### Clock distribution

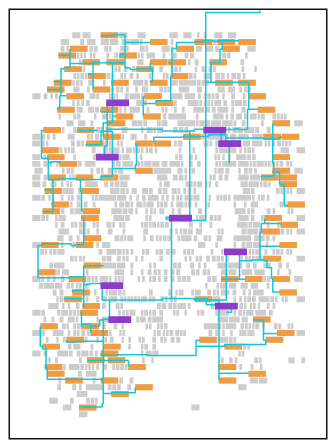
### Cell sizes after repair

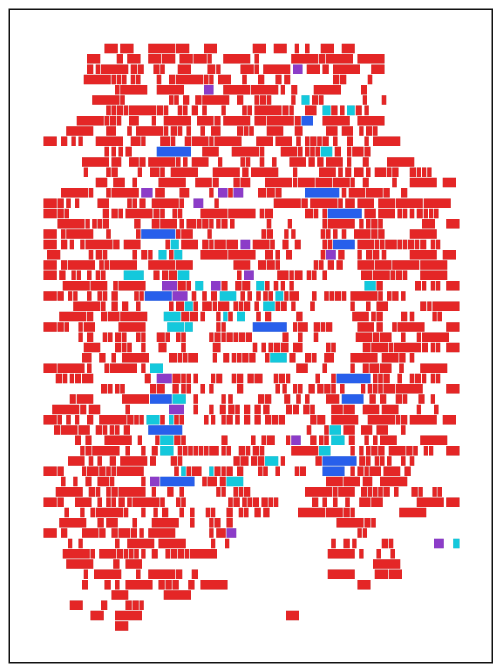
### The clock network

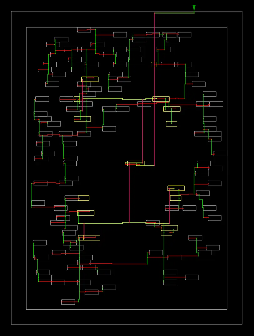
### Placement by cell class

The bar under the picture is 50 um long.
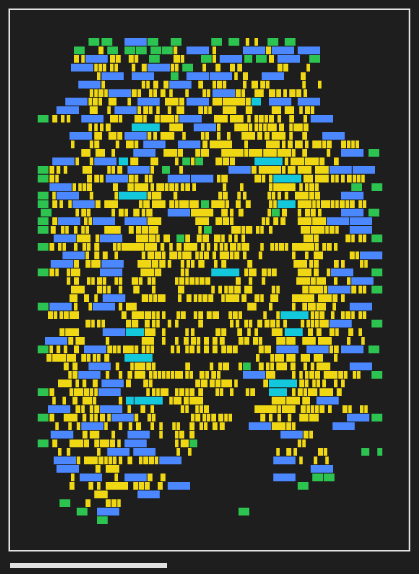
### Met1 routing

Supply wires on this layer in gray. Cells faint in the background.
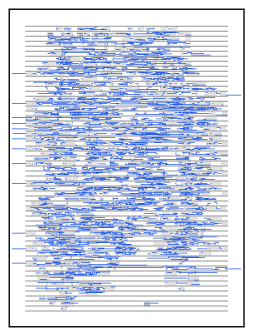
**src/rtl/booth_r8_iter_mul.sv**
```systemverilog
`default_nettype none
// ============================================================================
//  Module   : booth_r8_iter_mul
//  Brief    : Multi-cycle radix-8 Booth mantissa multiplier (FP16/BF16/INT8)
//             with valid/ready handshakes on input and output.
//  Revision : 1.0  initial release
// ============================================================================
module booth_r8_iter_mul #(
    parameter int MANT_W = 11,
    parameter int DPC    = 1,
    parameter int P_W    = 2 * MANT_W
) (
    input  logic              clk,
    input  logic              rst,
    input  logic              in_valid,
    output logic              in_ready,
    input  logic [1:0]        mode,
    input  logic [MANT_W-1:0] a_mant,
    input  logic [MANT_W-1:0] b_mant,
    output logic              out_valid,
    input  logic              out_ready,
    output logic [P_W-1:0]    product,
    output logic              out_err,
    output logic              busy
);

    localparam int c_ax_w     = MANT_W + 3;
    localparam int c_n_wide   = (MANT_W + 3) / 3;
    localparam int c_bx_w     = 3 * c_n_wide + 1;
    localparam int c_cnt_w    = $clog2(c_n_wide + DPC + 1);
    localparam logic [c_cnt_w-1:0] c_dpc      = c_cnt_w'(DPC);
    localparam logic [c_cnt_w-1:0] c_n_narrow = c_cnt_w'(3);
    localparam logic [c_cnt_w-1:0] c_n_full   = c_cnt_w'(c_n_wide);

    typedef enum logic [1:0] {
        S_IDLE = 2'd0,
        S_PRE  = 2'd1,
        S_ITER = 2'd2,
        S_DONE = 2'd3
    } state_t;

    state_t r_state, w_next;

    logic [1:0]          r_mode;
    logic [MANT_W-1:0]   r_a, r_b;
    logic [c_ax_w-1:0]   r_ax, r_a3;
    logic [c_bx_w-1:0]   r_bx;
    logic [P_W-1:0]      r_acc, r_product;
    logic [c_cnt_w-1:0]  r_cnt;

    logic                w_narrow, w_signed, w_last;
    logic [c_cnt_w-1:0]  w_n;
    logic [c_ax_w-1:0]   w_a_x;
    logic [c_bx_w-1:0]   w_b_x;
    logic [P_W-1:0]      w_acc_nxt;
    logic [P_W-1:0]      w_pp  [DPC];
    logic [P_W-1:0]      w_cin [DPC];

    // Mode 11 falls through to the wide (FP16) arithmetic path.
    assign w_narrow = (r_mode == 2'b01) || (r_mode == 2'b10);
    assign w_signed = (r_mode == 2'b10);
    assign w_n      = w_narrow ? c_n_narrow : c_n_full;
    assign w_last   = (r_cnt + c_dpc) >= w_n;

    always_comb begin
        w_a_x = '0;
        w_b_x = '0;
        if (w_narrow) begin
            w_a_x[7:0] = r_a[7:0];
            w_b_x[8:1] = r_b[7:0];
            if (w_signed) begin
                w_a_x[c_ax_w-1:8] = {(c_ax_w - 8){r_a[7]}};
                w_b_x[c_bx_w-1:9] = {(c_bx_w - 9){r_b[7]}};
            end
        end else begin
            w_a_x[MANT_W-1:0] = r_a;
            w_b_x[MANT_W:1]   = r_b;
        end
    end

    function automatic logic [c_ax_w-1:0] f_mag_mult(
        input logic [3:0]        dig,
        input logic [c_ax_w-1:0] ax,
        input logic [c_ax_w-1:0] a3
    );
        case (dig)
            4'b0001, 4'b0010, 4'b1101, 4'b1110: f_mag_mult = ax;
            4'b0011, 4'b0100, 4'b1011, 4'b1100: f_mag_mult = ax << 1;
            4'b0101, 4'b0110, 4'b1001, 4'b1010: f_mag_mult = a3;
            4'b0111, 4'b1000:                   f_mag_mult = ax << 2;
            default:                            f_mag_mult = '0;
        endcase
    endfunction

    // Slot k always reads the low bits of the shifting B register; a slot
    // past the last digit is forced to a zero digit.
    generate
        for (genvar k = 0; k < DPC; k++) begin : g_slot
            logic                w_act;
            logic [3:0]          w_dig;
            logic [c_ax_w-1:0]   w_mag;
            logic [P_W-1:0]      w_ext;
            logic [7:0]          w_sh;

            assign w_act    = (r_cnt + c_cnt_w'(k)) < w_n;
            assign w_dig    = w_act ? r_bx[3*k +: 4] : 4'b0000;
            assign w_mag    = f_mag_mult(w_dig, r_ax, r_a3);
            assign w_ext    = {{(P_W - c_ax_w){w_mag[c_ax_w-1]}}, w_mag};
            assign w_sh     = 8'(3 * (int'(r_cnt) + k));
            assign w_pp[k]  = (w_dig[3] ? ~w_ext : w_ext) << w_sh;
            assign w_cin[k] = P_W'(w_dig[3]) << w_sh;
        end
    endgenerate

    always_comb begin
        w_acc_nxt = r_acc;
        for (int k = 0; k < DPC; k++) begin
            w_acc_nxt = w_acc_nxt + w_pp[k] + w_cin[k];
        end
    end

    always_ff @(posedge clk) begin
        if (rst) r_state <= S_IDLE;
        else     r_state <= w_next;
    end

    always_comb begin
        w_next    = r_state;
        in_ready  = 1'b0;
        out_valid = 1'b0;
        out_err   = 1'b0;
        busy      = 1'b1;
        case (r_state)
            S_IDLE: begin
                in_ready = 1'b1;
                busy     = 1'b0;
                if (in_valid) w_next = S_PRE;
            end
            S_PRE:  w_next = S_ITER;
            S_ITER: if (w_last) w_next = S_DONE;
            S_DONE: begin
                out_valid = 1'b1;
                out_err   = (r_mode == 2'b11);
                if (out_ready) w_next = S_IDLE;
            end
            default: w_next = S_IDLE;
        endcase
    end

    always_ff @(posedge clk) begin
        if (rst) begin
            r_mode    <= '0;
            r_a       <= '0;
            r_b       <= '0;
            r_ax      <= '0;
            r_a3      <= '0;
            r_bx      <= '0;
            r_acc     <= '0;
            r_cnt     <= '0;
            r_product <= '0;
        end else begin
            case (r_state)
                S_IDLE: begin
                    if (in_valid) begin
                        r_mode <= mode;
                        r_a    <= a_mant;
                        r_b    <= b_mant;
                    end
                end
                S_PRE: begin
                    r_ax  <= w_a_x;
                    r_a3  <= w_a_x + (w_a_x << 1);
                    r_bx  <= w_b_x;
                    r_acc <= '0;
                    r_cnt <= '0;
                end
                S_ITER: begin
                    r_acc <= w_acc_nxt;
                    r_cnt <= r_cnt + c_dpc;
                    r_bx  <= $signed(r_bx) >>> (3 * DPC);
                    if (w_last) r_product <= w_acc_nxt;
                end
                default: ;
            endcase
        end
    end

    assign product = r_product;

endmodule
`default_nettype wire

```
**config.mk**
```make
export PLATFORM = sky130hd
export DESIGN_NAME = booth_r8_iter_mul
export DESIGN_NICKNAME = d
export VERILOG_FILES = /design/src/rtl/booth_r8_iter_mul.sv
export SDC_FILE = /design/constraint.sdc
export NUM_CORES = 1
export LEC_CHECK = 0
export ABC_AREA = 1
export CAP_MARGIN = 25
export CORE_AREA = 8 8 119 164
export CTS_CLUSTER_DIAMETER = 100
export DETAILED_ROUTE_END_ITERATION = 6
export DIE_AREA = 0 0 127 172
export PLACE_DENSITY = 0.72
export REMOVE_ABC_BUFFERS = 1
export SLEW_MARGIN = 20
export SYNTH_ARGS = -nofsm -noshare
export SYNTH_HDL_FRONTEND = slang
export SYNTH_SLANG_ARGS = --single-unit
```
**constraint.sdc**
```tcl
create_clock -name clk -period 6.7 [get_ports clk]
set_clock_uncertainty 0.15 [all_clocks]
set_input_delay 1.005 -clock clk [delete_from_list [all_inputs] [get_ports clk]]
set_output_delay 1.005 -clock clk [all_outputs]
set_load 0.03 [all_outputs]
```
==> Table 3: Implementation characteristics <==
Physical implementation characteristics

Parameter                              Value

Status
  Result of the run .................. complete, no violations

Global route
  Highest-utilization routing layer at the global route stage .................. met2
  GRT met3 Usage .................. 2.068%
  Global-route usage over all layers .................. 17.67%
  Largest net degree at the start of global routing .................. roughly 56
  Met1 Track Usage GR .................. approximately 20%
  Initial antenna violation count .................. 0

Clocking
  Root Driver .................. sky130_fd_sc_hd__clkbuf_16
  Post-CTS setup buffer count .................. 0
  Max Root-Sink Buffers .................. 2
  Count of cells resized by post-cts repair .................. 0
  H-tree depth reported by CTS .................. 3

Power and ir drop
  Switching fraction of total power .................. approximately 48%
  VDD IR-drop max .................. approximately 0.15 mV
  Internal .................. roughly 1700 uW
  Clock power share .................. around 17%
  Heaviest power group .................. combinational logic
  Combinational-cell power consumption .................. roughly 1800 uW
  Proportion of power drawn by combinational gates .................. a little over half
  Sequential share of power .................. between 20% and 30%

Route
  Length of routed met2 wiring .................. 9.971 mm
  Number of design rule violations left after detail routing .................. 0
  Met1 wire length .................. about 8 mm
  Wire length on met3 .................. ~500 um
  Iter 0 DRT Violations .................. around 390
  Highest routing layer actually used .................. met4
  Post-detailed-route via-to-cell ratio .................. about 5.2

Setup path
  Startpoint Class .................. flop
  Kind of end point of the critical path .................. flop
  Worst Reg2Reg Path Length in Cells .................. 35
  Peak fanout along the critical path .................. 13
  Worst flop-to-flop path startpoint .................. r_mode[0]$_SDFFE_PP0P_
  Worst setup path endpoint .................. r_acc[21]$_SDFFE_PP0P_
  Crit path launch .................. r_mode[0]$_SDFFE_PP0P_
  Required time of the worst setup path .................. roughly 6.8 ns
  Setup CP Type .................. reg2reg
  Register-to-register setup slack .................. a little over 0.5 ns
  Category of cells accounting for the largest share of critical-path delay .................. simple AND/OR/NAND/NOR gates
  WP buf/inv .................. 6
  Path length in cells of the critical path .................. 35

Synth
  Synth Register Bits .................. 110
  Cell count after synthesis .................. between 1000 and 1500
  Dominant non-sequential cell family after synthesis .................. simple AND/OR/NAND/NOR gates
  # Cells Yosys .................. about 1100
  Post-Synth Adder-Cell Area .................. 11.98%
  Register area share after synthesis .................. 29.29%
  Library cell with the largest summed area after synthesis .................. sky130_fd_sc_hd__dfxtp_1
  Top cell type's share of synthesized area .................. 29.29%
  Cell Area, Synth .................. 7518 um^2
  Simple-gate area share of the yosys netlist .................. 27.97%
  Yosys stat chip area .................. between 7000 and 8000 um^2
  Dominant cells by area after synthesis .................. sky130_fd_sc_hd__dfxtp_1, sky130_fd_sc_hd__nand2_1, sky130_fd_sc_hd__ha_1
  Mux contribution to synthesized area .................. 0%
  Xor and xnor area share after synthesis .................. a little under 4%
  Number of enable flip-flop cells .................. 0
  Asr flop ratio synth .................. 0%
  Most used flip-flop cell after synthesis .................. sky130_fd_sc_hd__dfxtp_1
  Yosys top cell by instances .................. sky130_fd_sc_hd__nand2_1
  AO/OA Area Share .................. between 10% and 20%
  Yosys warning tally .................. 0

Timing
  Minimum clock period after layout .................. ~6.2 ns
  RSZ-0062 raised after global routing .................. no
  Final clock period utilization by the worst path .................. between 90% and 100%
  Max-slew violation count .................. 0
  Maximum clock frequency .................. around 0.16 GHz
  Final setup margin .................. between 0.5 and 0.6 ns
  Sum Neg Setup Slack .................. 0 ns
  Relative slew slack .................. about 45%
  Transition time at the pin with the least slew margin .................. 0.8233 ns

Die
  Number of placement rows .................. around 57
  Die extent in x .................. 127 um
  Initial core utilization .................. a little over two fifths
  Number of well-tap cells placed .................. just over 200
  Boundary pin count .................. ~54

Place
  Minimum setup slack after placement .................. 0.2330 ns
  Post-Place Cells .................. between 1000 and 1500
  Area post-placement .................. around 8200 um^2

Layout
  Final instance count without filler cells .................. 1342
  Non-clock inverter instance count of the final layout .................. roughly 120
  Data-path buffer share of cell area in the final layout .................. a little over 7%
  Fill cells .................. around 1800
  Clk_buf instances .................. 9
  Proportion of cell area occupied by multi-input gates .................. between 50 and 60%
  Most common library cell in the layout ignoring fill and taps .................. sky130_fd_sc_hd__nand2_1
  Ratio of cells with drive above 1 in the final layout .................. 6.074%
  Relative area of clock buffers and inverters in the final design .................. between 3 and 4%
  #MultiIn Comb .................. between 800 and 900

Worst hold path
  Min-Delay Startpoint .................. product[3]$_SDFFE_PP0P_
  Hold/Removal Path Class .................. reg2reg
  End of the worst hold path .................. product[3]$_SDFFE_PP0P_

Flow run
  Number of warnings in the stage logs .................. 32
  Reported max-cap violation count .................. 0
Notes on 'Clock distribution' above:
- cells driving clock nets: purple (count 9)
- clock wires: cyan (length 1520 um)
- flip-flops: orange (count 110)
- routed clock nets: 10

Notes on 'Cell sizes after repair' above:
- drive 2: cyan (cells 36; share 3.2%; most used nand3_2)
- drive 6 and up: blue (cells 15; share 1.3%; most used clkbuf_16)
- drive 3 to 4: purple (cells 18; share 1.6%; most used buf_4)
- drive 1 or less: red (cells 1067; share 94%; most used nand2_1)
number of buffers other than clock buffers in the final layout: 65
Area Overhead vs Synth: 12.81%
final std cell area, no fill: 8482 um^2

Notes on 'The clock network' above:
clk pwr: 555 uW
clk latency late pin: 0.37 ns
number of sinks driven by the clock tree: 110
cts bufs inserted: 9
sequential cell count: 110

Notes on 'Placement by cell class' above:
- flops: blue (cells 110; share of their area 27%)
- clock drivers and dummy loads: cyan (cells 16; share of their area 3.8%)
- all other logic: yellow (cells 945; share of their area 62%)
- other buffers and delay cells: green (cells 65; share of their area 7.5%)

Notes on 'Met1 routing' above:
- share of all routed wire: 43%
- longest straight run: 39.1 um
- wire length on this layer: 8030 um
- nets with wire on the layer: 1161
- main direction: horizontal
Final Routed Wirelength: 18.89 mm
detailed-route via count: 6953

Power and IR drop assume default switching activity.
